Run 1, logic cells by family:
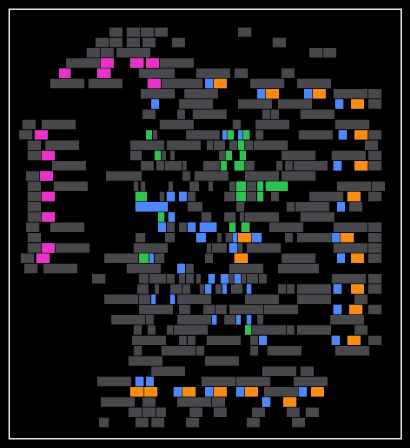
Run 1, close-up of the layout:
Region (1, 60) to (51, 110) um. Cells in grey, sequential cells in the stronger grey; small squares are vias.
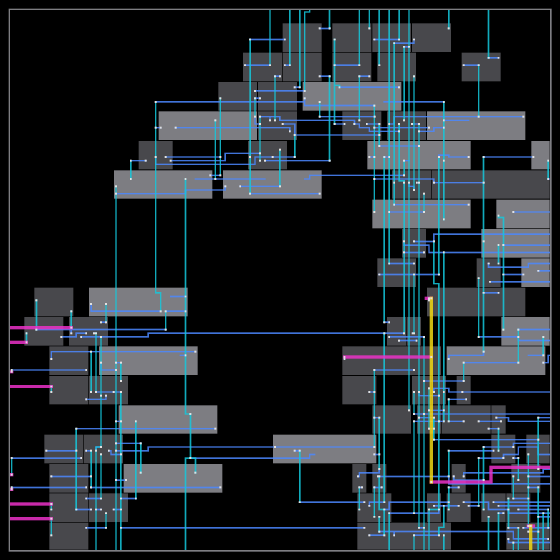
Run 1, supply network:
Pins as bars on the die edge.
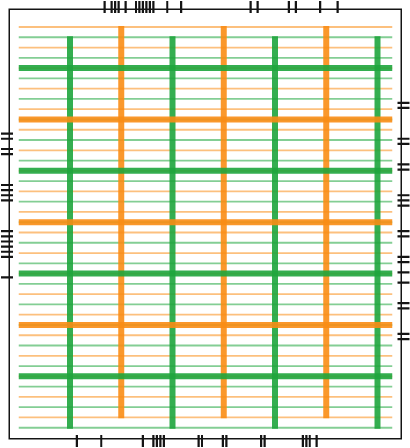
File: config.mk
export PLATFORM = sky130hd
export DESIGN_NAME = vga_pixel_transmitter_flat
export DESIGN_NICKNAME = d
export VERILOG_FILES = /design/src/rtl/vga_pkg.sv /design/src/rtl/vga_pixel_transmitter_if.sv /design/src/rtl/vga_raster_counter.sv /design/src/rtl/vga_pixel_transmitter.sv /design/src/flat_wrapper.sv
export SDC_FILE = /design/constraint.sdc
export NUM_CORES = 1
export LEC_CHECK = 0
export CORE_ASPECT_RATIO = 1.1
export CORE_MARGIN = 2
export CORE_UTILIZATION = 30
export CTS_CLUSTER_SIZE = 25
export DETAILED_ROUTE_END_ITERATION = 16
export MAX_ROUTING_LAYER = met4
export PLACE_DENSITY = 0.54
export SLEW_MARGIN = 20
export SYNTH_ARGS = -nofsm -noshare
export SYNTH_HDL_FRONTEND = slang
export SYNTH_HIERARCHICAL = 1
export SYNTH_SLANG_ARGS = --single-unit
File: constraint.sdc
create_clock -name clock_in -period 7.4 [get_ports clock_in]
set_input_delay 1.11 -clock clock_in [delete_from_list [all_inputs] [get_ports clock_in]]
set_output_delay 1.11 -clock clock_in [all_outputs]
set_load 0.05 [all_outputs]
File: src/rtl/vga_pkg.sv
// Shared VGA timing constants, widths and the aligned pixel bus payload.
// Defaults describe the 640x480 raster; transmitter and receiver agree on these.
package vga_pkg;

  localparam int unsigned H_VISIBLE = 640;
  localparam int unsigned H_FRONT   = 16;
  localparam int unsigned H_SYNC    = 96;
  localparam int unsigned H_BACK    = 48;
  localparam int unsigned H_TOTAL   = H_VISIBLE + H_FRONT + H_SYNC + H_BACK;

  localparam int unsigned V_VISIBLE = 480;
  localparam int unsigned V_FRONT   = 10;
  localparam int unsigned V_SYNC    = 2;
  localparam int unsigned V_BACK    = 33;
  localparam int unsigned V_TOTAL   = V_VISIBLE + V_FRONT + V_SYNC + V_BACK;

  // Sync windows, inclusive bounds in raster counts
  localparam int unsigned HS_START = H_VISIBLE + H_FRONT;
  localparam int unsigned HS_END   = HS_START + H_SYNC - 1;
  localparam int unsigned VS_START = V_VISIBLE + V_FRONT;
  localparam int unsigned VS_END   = VS_START + V_SYNC - 1;

  localparam int unsigned WIDTH_BITS  = 10;
  localparam int unsigned HEIGHT_BITS = 9;
  localparam int unsigned PIXEL_BITS  = 12;
  localparam int unsigned CNT_BITS    = 10;

  typedef struct packed {
    logic [WIDTH_BITS-1:0]  x;
    logic [HEIGHT_BITS-1:0] y;
    logic [PIXEL_BITS-1:0]  pixel;
    logic                   video_on;
    logic                   h_sync;
    logic                   v_sync;
  } vga_bus_t;

endpackage

File: src/rtl/vga_pixel_transmitter_if.sv
// Pixel-source / display-path bundle of the VGA transmitter.
// master: transmitter side (drives fetch address and the aligned output bundle).
// slave : source/receiver side (drives enable and fetched pixel data).
interface vga_pixel_transmitter_if #(
  parameter int unsigned WIDTH_BITS  = vga_pkg::WIDTH_BITS,
  parameter int unsigned HEIGHT_BITS = vga_pkg::HEIGHT_BITS,
  parameter int unsigned PIXEL_BITS  = vga_pkg::PIXEL_BITS
);

  logic                   enable_in;
  logic [WIDTH_BITS-1:0]  fetch_x_out;
  logic [HEIGHT_BITS-1:0] fetch_y_out;
  logic [PIXEL_BITS-1:0]  pixel_data_in;
  logic [WIDTH_BITS-1:0]  pixel_x_out;
  logic [HEIGHT_BITS-1:0] pixel_y_out;
  logic [PIXEL_BITS-1:0]  pixel_out;
  logic                   video_on_out;
  logic                   h_sync_out;
  logic                   v_sync_out;
  logic                   pixel_tick_out;
  logic                   frame_start_out;

  modport master (
    input  enable_in, pixel_data_in,
    output fetch_x_out, fetch_y_out, pixel_x_out, pixel_y_out, pixel_out,
           video_on_out, h_sync_out, v_sync_out, pixel_tick_out, frame_start_out
  );

  modport slave (
    output enable_in, pixel_data_in,
    input  fetch_x_out, fetch_y_out, pixel_x_out, pixel_y_out, pixel_out,
           video_on_out, h_sync_out, v_sync_out, pixel_tick_out, frame_start_out
  );

endinterface

File: src/rtl/vga_raster_counter.sv
// Pixel-clock divider plus horizontal/vertical raster counters.
// Ports: clk, rst_n, enable (low clears everything synchronously);
// tick_c (last clock of a pixel period), h_cnt/v_cnt (current position),
// h_nxt_c/v_nxt_c (position after this clock), h_wrap_c/v_wrap_c (line/frame end).
module vga_raster_counter #(
  parameter int unsigned CLK_DIV  = 2,
  parameter int unsigned H_TOTAL  = vga_pkg::H_TOTAL,
  parameter int unsigned V_TOTAL  = vga_pkg::V_TOTAL,
  parameter int unsigned CNT_BITS = vga_pkg::CNT_BITS
) (
  input  logic                clk,
  input  logic                rst_n,
  input  logic                enable,
  output logic                tick_c,
  output logic [CNT_BITS-1:0] h_cnt,
  output logic [CNT_BITS-1:0] v_cnt,
  output logic [CNT_BITS-1:0] h_nxt_c,
  output logic [CNT_BITS-1:0] v_nxt_c,
  output logic                h_wrap_c,
  output logic                v_wrap_c
);

  localparam int unsigned DIV_BITS = (CLK_DIV > 1) ? $clog2(CLK_DIV) : 1;

  logic [DIV_BITS-1:0] div_q;
  logic [DIV_BITS-1:0] div_nxt_c;

  // Next-state for divider and raster position
  always_comb begin
    tick_c    = enable && (div_q == DIV_BITS'(CLK_DIV - 1));
    h_wrap_c  = tick_c && (h_cnt == CNT_BITS'(H_TOTAL - 1));
    v_wrap_c  = h_wrap_c && (v_cnt == CNT_BITS'(V_TOTAL - 1));
    div_nxt_c = '0;
    h_nxt_c   = '0;
    v_nxt_c   = '0;
    if (enable) begin
      div_nxt_c = tick_c ? '0 : div_q + 1'b1;
      h_nxt_c   = h_cnt;
      v_nxt_c   = v_cnt;
      if (h_wrap_c) begin
        h_nxt_c = '0;
        v_nxt_c = v_wrap_c ? '0 : v_cnt + 1'b1;
      end else if (tick_c) begin
        h_nxt_c = h_cnt + 1'b1;
      end
    end
  end

  always_ff @(posedge clk or negedge rst_n) begin
    if (!rst_n) begin
      div_q <= '0;
      h_cnt <= '0;
      v_cnt <= '0;
    end else begin
      div_q <= div_nxt_c;
      h_cnt <= h_nxt_c;
      v_cnt <= v_nxt_c;
    end
  end

endmodule

File: src/rtl/vga_pixel_transmitter.sv
// VGA source-side timing generator and pixel driver.
// Ports: clock_in, reset_n_in (async active-low), bus (master modport):
// enable, fetch address out, fetched pixel in, and the aligned output bundle
// (pixel, coordinates, video_on, syncs, pixel tick, frame start).
// The output bundle lags the fetch address by exactly one pixel period.
module vga_pixel_transmitter import vga_pkg::*; #(
  parameter int unsigned H_VISIBLE   = vga_pkg::H_VISIBLE,
  parameter int unsigned H_FRONT     = vga_pkg::H_FRONT,
  parameter int unsigned H_SYNC      = vga_pkg::H_SYNC,
  parameter int unsigned H_BACK      = vga_pkg::H_BACK,
  parameter int unsigned V_VISIBLE   = vga_pkg::V_VISIBLE,
  parameter int unsigned V_FRONT     = vga_pkg::V_FRONT,
  parameter int unsigned V_SYNC      = vga_pkg::V_SYNC,
  parameter int unsigned V_BACK      = vga_pkg::V_BACK,
  parameter int unsigned WIDTH_BITS  = vga_pkg::WIDTH_BITS,
  parameter int unsigned HEIGHT_BITS = vga_pkg::HEIGHT_BITS,
  parameter int unsigned PIXEL_BITS  = vga_pkg::PIXEL_BITS,
  parameter int unsigned CLK_DIV     = 2
) (
  input  logic                     clock_in,
  input  logic                     reset_n_in,
  vga_pixel_transmitter_if.master  bus
);

  localparam int unsigned H_TOT    = H_VISIBLE + H_FRONT + H_SYNC + H_BACK;
  localparam int unsigned V_TOT    = V_VISIBLE + V_FRONT + V_SYNC + V_BACK;
  localparam int unsigned HS_FIRST = H_VISIBLE + H_FRONT;
  localparam int unsigned HS_LAST  = HS_FIRST + H_SYNC - 1;
  localparam int unsigned VS_FIRST = V_VISIBLE + V_FRONT;
  localparam int unsigned VS_LAST  = VS_FIRST + V_SYNC - 1;

  logic                tick_c;
  logic                h_wrap_c;
  logic                v_wrap_c;
  logic [CNT_BITS-1:0] h_cnt;
  logic [CNT_BITS-1:0] v_cnt;
  logic [CNT_BITS-1:0] h_nxt_c;
  logic [CNT_BITS-1:0] v_nxt_c;

  vga_raster_counter #(
    .CLK_DIV  (CLK_DIV),
    .H_TOTAL  (H_TOT),
    .V_TOTAL  (V_TOT),
    .CNT_BITS (CNT_BITS)
  ) u_raster (
    .clk      (clock_in),
    .rst_n    (reset_n_in),
    .enable   (bus.enable_in),
    .tick_c   (tick_c),
    .h_cnt    (h_cnt),
    .v_cnt    (v_cnt),
    .h_nxt_c  (h_nxt_c),
    .v_nxt_c  (v_nxt_c),
    .h_wrap_c (h_wrap_c),
    .v_wrap_c (v_wrap_c)
  );

  logic vis_c;
  logic nxt_vis_c;
  logic hs_act_c;
  logic vs_act_c;
  logic origin_c;
  logic unused_wrap_c;

  // Region decode on the current position and on the position after this clock
  always_comb begin
    vis_c         = (h_cnt < CNT_BITS'(H_VISIBLE)) && (v_cnt < CNT_BITS'(V_VISIBLE));
    nxt_vis_c     = (h_nxt_c < CNT_BITS'(H_VISIBLE)) && (v_nxt_c < CNT_BITS'(V_VISIBLE));
    hs_act_c      = (h_cnt >= CNT_BITS'(HS_FIRST)) && (h_cnt <= CNT_BITS'(HS_LAST));
    vs_act_c      = (v_cnt >= CNT_BITS'(VS_FIRST)) && (v_cnt <= CNT_BITS'(VS_LAST));
    origin_c      = (h_cnt == '0) && (v_cnt == '0);
    unused_wrap_c = h_wrap_c ^ v_wrap_c;
  end

  logic [WIDTH_BITS-1:0]  fetch_x_q;
  logic [HEIGHT_BITS-1:0] fetch_y_q;
  logic [WIDTH_BITS-1:0]  x_q;
  logic [HEIGHT_BITS-1:0] y_q;
  logic [PIXEL_BITS-1:0]  pixel_q;
  logic                   video_on_q;
  logic                   h_sync_q;
  logic                   v_sync_q;
  logic                   pixel_tick_q;
  logic                   frame_start_q;

  // Fetch address is registered from the next raster position so it always
  // equals the decoded current position; the output stage loads on tick.
  always_ff @(posedge clock_in or negedge reset_n_in) begin
    if (!reset_n_in) begin
      fetch_x_q     <= '0;
      fetch_y_q     <= '0;
      x_q           <= '0;
      y_q           <= '0;
      pixel_q       <= '0;
      video_on_q    <= 1'b0;
      h_sync_q      <= 1'b1;
      v_sync_q      <= 1'b1;
      pixel_tick_q  <= 1'b0;
      frame_start_q <= 1'b0;
    end else begin
      fetch_x_q     <= nxt_vis_c ? WIDTH_BITS'(h_nxt_c) : '0;
      fetch_y_q     <= nxt_vis_c ? HEIGHT_BITS'(v_nxt_c) : '0;
      pixel_tick_q  <= tick_c;
      frame_start_q <= tick_c && origin_c;
      if (!bus.enable_in) begin
        x_q        <= '0;
        y_q        <= '0;
        pixel_q    <= '0;
        video_on_q <= 1'b0;
        h_sync_q   <= 1'b1;
        v_sync_q   <= 1'b1;
      end else if (tick_c) begin
        x_q        <= fetch_x_q;
        y_q        <= fetch_y_q;
        pixel_q    <= vis_c ? bus.pixel_data_in : '0;
        video_on_q <= vis_c;
        h_sync_q   <= !hs_act_c;
        v_sync_q   <= !vs_act_c;
      end
    end
  end

  assign bus.fetch_x_out     = fetch_x_q;
  assign bus.fetch_y_out     = fetch_y_q;
  assign bus.pixel_x_out     = x_q;
  assign bus.pixel_y_out     = y_q;
  assign bus.pixel_out       = pixel_q;
  assign bus.video_on_out    = video_on_q;
  assign bus.h_sync_out      = h_sync_q;
  assign bus.v_sync_out      = v_sync_q;
  assign bus.pixel_tick_out  = pixel_tick_q;
  assign bus.frame_start_out = frame_start_q;

endmodule

File: src/flat_wrapper.sv
// flat-port wrapper written by rule: the top's interface ports become plain ports
module vga_pixel_transmitter_flat import vga_pkg::*;
#(
  parameter int unsigned H_VISIBLE   = vga_pkg::H_VISIBLE,
  parameter int unsigned H_FRONT     = vga_pkg::H_FRONT,
  parameter int unsigned H_SYNC      = vga_pkg::H_SYNC,
  parameter int unsigned H_BACK      = vga_pkg::H_BACK,
  parameter int unsigned V_VISIBLE   = vga_pkg::V_VISIBLE,
  parameter int unsigned V_FRONT     = vga_pkg::V_FRONT,
  parameter int unsigned V_SYNC      = vga_pkg::V_SYNC,
  parameter int unsigned V_BACK      = vga_pkg::V_BACK,
  parameter int unsigned WIDTH_BITS  = vga_pkg::WIDTH_BITS,
  parameter int unsigned HEIGHT_BITS = vga_pkg::HEIGHT_BITS,
  parameter int unsigned PIXEL_BITS  = vga_pkg::PIXEL_BITS,
  parameter int unsigned CLK_DIV     = 2
)
  (clock_in, reset_n_in, bus_enable_in, bus_pixel_data_in, bus_fetch_x_out, bus_fetch_y_out, bus_pixel_x_out, bus_pixel_y_out, bus_pixel_out, bus_video_on_out, bus_h_sync_out, bus_v_sync_out, bus_pixel_tick_out, bus_frame_start_out);
  vga_pixel_transmitter_if #(.WIDTH_BITS(WIDTH_BITS), .HEIGHT_BITS(HEIGHT_BITS), .PIXEL_BITS(PIXEL_BITS)) bus_i ();
  input  logic clock_in;
  input  logic reset_n_in;
  input wire logic [$bits(bus_i.enable_in)-1:0] bus_enable_in;
  input wire logic [$bits(bus_i.pixel_data_in)-1:0] bus_pixel_data_in;
  output wire logic [$bits(bus_i.fetch_x_out)-1:0] bus_fetch_x_out;
  output wire logic [$bits(bus_i.fetch_y_out)-1:0] bus_fetch_y_out;
  output wire logic [$bits(bus_i.pixel_x_out)-1:0] bus_pixel_x_out;
  output wire logic [$bits(bus_i.pixel_y_out)-1:0] bus_pixel_y_out;
  output wire logic [$bits(bus_i.pixel_out)-1:0] bus_pixel_out;
  output wire logic [$bits(bus_i.video_on_out)-1:0] bus_video_on_out;
  output wire logic [$bits(bus_i.h_sync_out)-1:0] bus_h_sync_out;
  output wire logic [$bits(bus_i.v_sync_out)-1:0] bus_v_sync_out;
  output wire logic [$bits(bus_i.pixel_tick_out)-1:0] bus_pixel_tick_out;
  output wire logic [$bits(bus_i.frame_start_out)-1:0] bus_frame_start_out;
  assign bus_i.enable_in = bus_enable_in;
  assign bus_i.pixel_data_in = bus_pixel_data_in;
  assign bus_fetch_x_out = bus_i.fetch_x_out;
  assign bus_fetch_y_out = bus_i.fetch_y_out;
  assign bus_pixel_x_out = bus_i.pixel_x_out;
  assign bus_pixel_y_out = bus_i.pixel_y_out;
  assign bus_pixel_out = bus_i.pixel_out;
  assign bus_video_on_out = bus_i.video_on_out;
  assign bus_h_sync_out = bus_i.h_sync_out;
  assign bus_v_sync_out = bus_i.v_sync_out;
  assign bus_pixel_tick_out = bus_i.pixel_tick_out;
  assign bus_frame_start_out = bus_i.frame_start_out;
  vga_pixel_transmitter #(.H_VISIBLE(H_VISIBLE), .H_FRONT(H_FRONT), .H_SYNC(H_SYNC), .H_BACK(H_BACK), .V_VISIBLE(V_VISIBLE), .V_FRONT(V_FRONT), .V_SYNC(V_SYNC), .V_BACK(V_BACK), .WIDTH_BITS(WIDTH_BITS), .HEIGHT_BITS(HEIGHT_BITS), .PIXEL_BITS(PIXEL_BITS), .CLK_DIV(CLK_DIV)) u_core (.clock_in(clock_in), .reset_n_in(reset_n_in), .bus(bus_i));
endmodule
==> impl_metrics.env, run 1 <==
# yosys + openroad results
export IMPL_rr_worst_depth=7
export IMPL_cp_start_kind="input pin"
export IMPL_worstPathArrival_ps=4500
export IMPL_power_clock_uw=460
export IMPL_total_power_uw=953
export IMPL_grt_busiest_layer="met2"
export IMPL_number_of_global_route_vias_before_repair=2320
export IMPL_hold_fails_final_rpt=0
export IMPL_mappedNetlistNets=289
export IMPL_met1Wirelength_um=3390
export IMPL_worst_hold_path_type="reg -> reg"
export IMPL_cp_num_buf_inv=2
export IMPL_setup_violations=0
export IMPL_pg_comb_uw=66.2
export IMPL_cp_cell_sequence="clkdlybuf4s50_1, buf_4, nand4_1, or4_4, or4_1, a21oi_1, a41oi_2, nor2b_1, and2_1"
export IMPL_initCoreUtil=0.311
export IMPL_via_per_inst=4.68
export IMPL_cp_slowest_stage_delay_ps=670
export IMPL_tritoncts_clock_tree="built"
export IMPL_layout_nets=360
export IMPL_clk_insertion_delay_late_ps=330
export IMPL_run_status="finished clean"
export IMPL_cts_root_buffer_cell="clkbuf_16"
export IMPL_layout_core_utilization=0.418
export IMPL_globalRoute_totalOverflow=0
export IMPL_share_of_the_cycle_needed_by_the_critical_path_after_routing=0.578
export IMPL_synth_warnings=6
export IMPL_ioPinCount=70
export IMPL_final_clk_cell_share=0.0721
export IMPL_placementRows=39
export IMPL_comb_area_sq_um=1260
export IMPL_final_non_clock_buffer_share=0.160
export IMPL_signal_buffers=71
export IMPL_worst_ep_required_time_ps=7620
export IMPL_use_met1=0.183
export IMPL_grt_util_all_layers=0.134
export IMPL_detail_route_iter0_violations=143
export IMPL_fin_area_sq_um=4390
export IMPL_syn_to_final_growth_pct=34.8
export IMPL_cts_buffers_inserted=9
export IMPL_critPathKind="in -> reg"
export IMPL_synthesis_instances=271
export IMPL_route_detailed_drc=0
export IMPL_power_leakage_uw=0.00190
export IMPL_layout_cells_non_filler=490
export IMPL_dpl_cell_count=474
export IMPL_min_path_cells=2
export IMPL_cp_endpoint="u_core/bus.fetch_x_out[7]"
export IMPL_detailroute_via_count=2294
export IMPL_port_buffers=69
export IMPL_cp_startpoint="bus_enable_in"
export IMPL_timing_critical_path_to_type="flip-flop"
export IMPL_clock_buffer_count=9
export IMPL_floorplan_tapcells=143
export IMPL_global_route_wire_length_before_repair_um=11900
export IMPL_detailed_place_area_sq_um=4070
export IMPL_max_slew_margin_rel=0.316
export IMPL_hpwl_um=4600
export IMPL_area_dominant_class="registers"
export IMPL_dpl_worst_slack_ps=2750
About 'logic cells by family':
mux cells -> orange  # cells 21, most used mux2i_1
non-inverting ao/oa cells -> magenta  # cells 13, most used a22o_2
aoi and oai cells -> green  # cells 20, most used a21oi_1, where middle
nor cells -> blue  # cells 47, most used nor2b_1

About 'close-up of the layout':
M4 -> yellow
M1 -> blue
M3 -> magenta
M2 -> cyan
cells with their middle in the window = 72
sequential cells in the window = 15
most frequent = clkdlybuf4s50_1 (21), dfrtp_1 (13), a22o_2 (9)
netlist names of flops here include = `u_core/bus.pixel_out` (9), `u_core/u_raster/v_cnt` (2)

About 'supply network':
VDD -> orange
VSS -> green
met1 rails = 40
met4 straps = 7
met5 straps = 7
Die Span X: 103 um
Core Footprint: 10500 sq um
peak supply drop: 0.0908 mV
Die Ht: 113 um

==> run 1: placed cells by master, fill, tap and decap left out, types with 4 or more instances in the layout <==
| cell type | count |
|---|---|
| nand4_1 | 7 |
| inv_1 | 8 |
| or4_1 | 5 |
| a21oi_1 | 6 |
| and2_1 | 6 |
| xnor2_1 | 9 |
| nand2_1 | 10 |
| nor2_1 | 11 |
| clkdlybuf4s50_1 | 68 |
| nand3_1 | 6 |
| o21ai_0 | 5 |
| nor4_1 | 7 |
| and3_1 | 18 |
| dfrtp_1 | 74 |
| nor2b_1 | 21 |
| mux2i_1 | 21 |
| nor3_1 | 4 |
| or3_1 | 4 |
| clkbuf_16 | 9 |
| a22o_2 | 12 |
## Run 2: what changed since run 1
--- a/config.mk
+++ b/config.mk
@@ -11,7 +11,7 @@
 export CTS_CLUSTER_SIZE = 25
 export DETAILED_ROUTE_END_ITERATION = 16
 export MAX_ROUTING_LAYER = met4
-export PLACE_DENSITY = 0.54
+export PLACE_DENSITY = 0.56
 export SLEW_MARGIN = 20
 export SYNTH_ARGS = -nofsm -noshare
 export SYNTH_HDL_FRONTEND = slang
==> constraint.sdc (replaced) <==
create_clock -name clock_in -period 3.9 [get_ports clock_in]
set_input_delay 0.585 -clock clock_in [delete_from_list [all_inputs] [get_ports clock_in]]
set_output_delay 0.585 -clock clock_in [all_outputs]
set_load 0.05 [all_outputs]
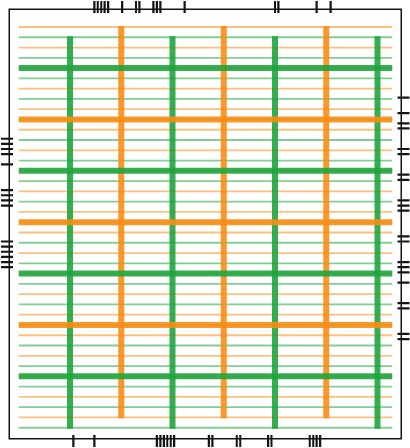
Run 2: supply network
Pins as bars on the die edge.
peak supply drop: 0.195 mV

==> impl_metrics.env, run 2 <==
# yosys + openroad results
export IMPL_grt_busiest_layer="met2"
export IMPL_ctsHtreeMaxLevel=3
export IMPL_power_sequential_fraction=0.428
export IMPL_via_per_inst=4.66
export IMPL_fp_dieW_um=103
export IMPL_power_clock_uw=958
export IMPL_antenna_found_initial=0
export IMPL_rr_worst_depth=7
export IMPL_topRoutingLayerUsed="met4"
export IMPL_setup_ws_ps=755
export IMPL_most_common_cell_after_layout_fill_and_taps_aside="dfrtp_1"
export IMPL_setup_violations=0
export IMPL_most_common_layout_cells="dfrtp_1 (74), clkdlybuf4s50_1 (68), mux2i_1 (21)"
export IMPL_power_leakage_uw=0.00194
export IMPL_critPathKind="in -> reg"
export IMPL_floorplan_die_area_sq_um=11700
export IMPL_use_met1=0.179
export IMPL_grt_util_all_layers=0.132
export IMPL_floorplan_die_height_um=113
export IMPL_timing_critical_path_to_type="flip-flop"
export IMPL_dpl_cell_count=478
export IMPL_fin_area_sq_um=4460
export IMPL_placementRows=39
export IMPL_postSynthAreaPerCell_sq_um=12.0
export IMPL_globalRoute_totalOverflow=0
export IMPL_rr_startpoint="u_core/u_raster/h_cnt[5]"
export IMPL_core_sq_um=10500
export IMPL_timing_hold_ws_ps=397
export IMPL_power_share_combinational=0.066
export IMPL_route_detailed_drc=0
export IMPL_worstPathArrival_ps=3360
export IMPL_timing_final_crit_period_ps=3140
export IMPL_openroad_warnings=27
export IMPL_cts_buffers_inserted=9
export IMPL_met1Wirelength_um=3370
export IMPL_groute_layer_met2_usage=0.189
export IMPL_worst_hold_path_type="in -> async"
export IMPL_hpwl_um=4690
export IMPL_share_of_the_cycle_needed_by_the_critical_path_after_routing=0.806
export IMPL_timing_worst_slew_pin_value_ps=943
export IMPL_wl_met3_um=246
export IMPL_cp_endpoint="u_core/bus.fetch_x_out[1]"
export IMPL_layout_nets=364
export IMPL_ioPinCount=70
export IMPL_r2r_slack_ps=770
export IMPL_global_route_wire_length_before_repair_um=11700
export IMPL_firstDrtPassIters=4
export IMPL_detailroute_via_count=2304
export IMPL_max_cap_violations=0
export IMPL_initCoreUtil=0.311
export IMPL_clk_insertion_delay_late_ps=330
export IMPL_skew_ps=7.21
export IMPL_cts_root_buffer_cell="clkbuf_16"
export IMPL_tritoncts_clock_tree="built"
export IMPL_layout_cells_non_filler=494
export IMPL_cp_start_kind="input pin"
export IMPL_synth_warnings=6
export IMPL_mappedNetlistNets=289
export IMPL_detailroute_wirelength_met2_um=3240
export IMPL_max_freq_ghz=0.318
export IMPL_detail_route_iter0_violations=121
export IMPL_hold_fails_final_rpt=0
export IMPL_cp_startpoint="bus_enable_in"
export IMPL_number_of_global_route_vias_before_repair=2275
export IMPL_place_congestion=0.801
export IMPL_cts_repair_resize_count=0
export IMPL_run_status="finished clean"
export IMPL_synthesis_instances=271
export IMPL_dpl_worst_slack_ps=368
export IMPL_total_power_uw=1890
export IMPL_detailed_place_area_sq_um=4100
export IMPL_powerDensity_nw_per_um2=425
export IMPL_syn_to_final_growth_pct=36.8
export IMPL_worst_ep_required_time_ps=4120
export IMPL_pg_comb_uw=126
export IMPL_max_slew_margin_rel=0.371
export IMPL_port_buffers=69
export IMPL_cts_hold_buffers=0
export IMPL_p_sw_frac=0.213
export IMPL_layout_core_utilization=0.425
run 2: cell types whose count changed in the layout (fill, tap and decap cells not counted), sizes merged:
cell    change
clkinv      -2
bufinv      +1
clkbuf      +1
buf         +4
run 2: critical path, cell delays in order:
cell             delay [ps]
clkdlybuf4s50_1         500
nand4_1                 120
or4_4                   620
or4_1                   520
a21oi_1                 270
a41oi_2                 310
buf_4                   270
and3_1                  160
run 2: area by class of cell:
class | count | area, sq um | share of cell area
Clock buffer | 10 | 239 | 0.0536
Clock inverter | 6 | 111 | 0.0250
Inverter | 8 | 30.0 | 0.00674
Multi-Input combinational cell | 176 | 1260 | 0.283
Sequential cell | 76 | 1900 | 0.427
Tap cell | 143 | 179 | 0.0401
Timing Repair Buffer | 75 | 733 | 0.165
## Run 3: what changed since run 2
--- a/config.mk
+++ b/config.mk
@@ -11,7 +11,7 @@
 export CTS_CLUSTER_SIZE = 25
 export DETAILED_ROUTE_END_ITERATION = 16
 export MAX_ROUTING_LAYER = met4
-export PLACE_DENSITY = 0.56
+export PLACE_DENSITY = 0.54
 export SLEW_MARGIN = 20
 export SYNTH_ARGS = -nofsm -noshare
 export SYNTH_HDL_FRONTEND = slang
==> constraint.sdc (replaced) <==
create_clock -name clock_in -period 2.9 [get_ports clock_in]
set_input_delay 0.435 -clock clock_in [delete_from_list [all_inputs] [get_ports clock_in]]
set_output_delay 0.435 -clock clock_in [all_outputs]
set_load 0.05 [all_outputs]
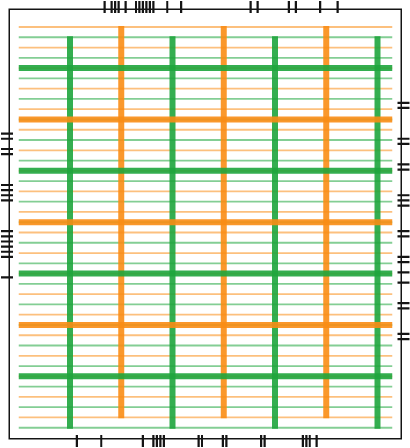
Run 3: supply network
Pins as bars on the die edge.
VDD -> orange
VSS -> green
met5 straps = 7
met1 rails = 40
rows = 39
signal pins = 70
met4 straps = 7

==> impl_metrics.env, run 3 <==
# yosys + openroad results
export IMPL_detail_route_iter0_violations=135
export IMPL_ioPinCount=70
export IMPL_rr_worst_depth=7
export IMPL_route_detailed_drc=0
export IMPL_via_per_inst=4.69
export IMPL_firstDrtPassIters=4
export IMPL_setup_violations=0
export IMPL_p_sw_frac=0.224
export IMPL_globalRoute_totalOverflow=0
export IMPL_cts_hold_buffers=0
export IMPL_pg_comb_uw=180
export IMPL_max_slew_margin_rel=0.376
export IMPL_power_share_combinational=0.072
export IMPL_cp_startpoint="u_core/u_raster/h_cnt[5]"
export IMPL_cts_repair_resize_count=0
export IMPL_power_sequential_fraction=0.437
export IMPL_floorplan_tapcells=143
export IMPL_timing_critical_path_to_type="flip-flop"
export IMPL_powerDensity_nw_per_um2=545
export IMPL_cp_endpoint="u_core/bus.fetch_x_out[9]"
export IMPL_timing_final_crit_period_ps=2790
export IMPL_cp_start_kind="flip-flop"
export IMPL_area_dominant_class="registers"
export IMPL_comb_multi_input_count=176
export IMPL_place_congestion=0.848
export IMPL_mappedNetlistNets=289
export IMPL_syn_to_final_growth_pct=39.9
export IMPL_clk_insertion_delay_late_ps=340
export IMPL_most_common_layout_cells="dfrtp_1 (74), clkdlybuf4s50_1 (68), buf_4 (24)"
export IMPL_power_leakage_uw=0.00201
export IMPL_initCoreUtil=0.311
export IMPL_rr_startpoint="u_core/u_raster/h_cnt[5]"
export IMPL_final_clk_cell_share=0.0714
export IMPL_worstPathArrival_ps=3010
export IMPL_tritoncts_clock_tree="built"
export IMPL_timing_worst_slew_pin_value_ps=936
export IMPL_hpwl_um=5040
export IMPL_detailroute_via_count=2395
export IMPL_worst_hold_path_type="in -> async"
export IMPL_floorplan_die_area_sq_um=11700
export IMPL_global_route_wire_length_before_repair_um=12500
export IMPL_ctsHtreeMaxLevel=3
export IMPL_signal_buffers=92
export IMPL_number_of_global_route_vias_before_repair=2385
export IMPL_floorplan_die_height_um=113
export IMPL_openroad_warnings=27
export IMPL_critPathKind="reg -> reg"
export IMPL_run_status="finished clean"
export IMPL_layout_core_utilization=0.435
export IMPL_placementRows=39
export IMPL_area_share_combinational=0.276
export IMPL_fin_area_sq_um=4560
export IMPL_core_sq_um=10500
export IMPL_worst_ep_required_time_ps=3120
-- run 3: worst max-delay path: stages (launching register included) --
cell and delay [ps]:
dfrtp_1 380, or3_1 420, or4_4 540, or4_1 510, a21oi_1 250, a41oi_2 190, buf_4 220, and3_1 180
-- run 3: per-layer routing --
| layer | track usage | up-vias | share of wire |
|---|---|---|---|
| met4 | 0.0614 | 0 | 0.018 |
| met3 | 0.0334 | 10 | 0.047 |
| met2 | 0.207 | 63 | 0.47 |
| met1 | 0.190 | 1167 | 0.46 |
| met5 | - | - | 0 |
| li1 | - | 1155 | - |
-- run 3: per-stage QoR --
step	hold slack [ps]	worst slack, ps
2_1_floorplan	139	180
3_3_place_gp	454	-172
3_5_place_dp	459	-209
4_1_cts	269	108
5_1_grt	343	4.17
6_report	241	112
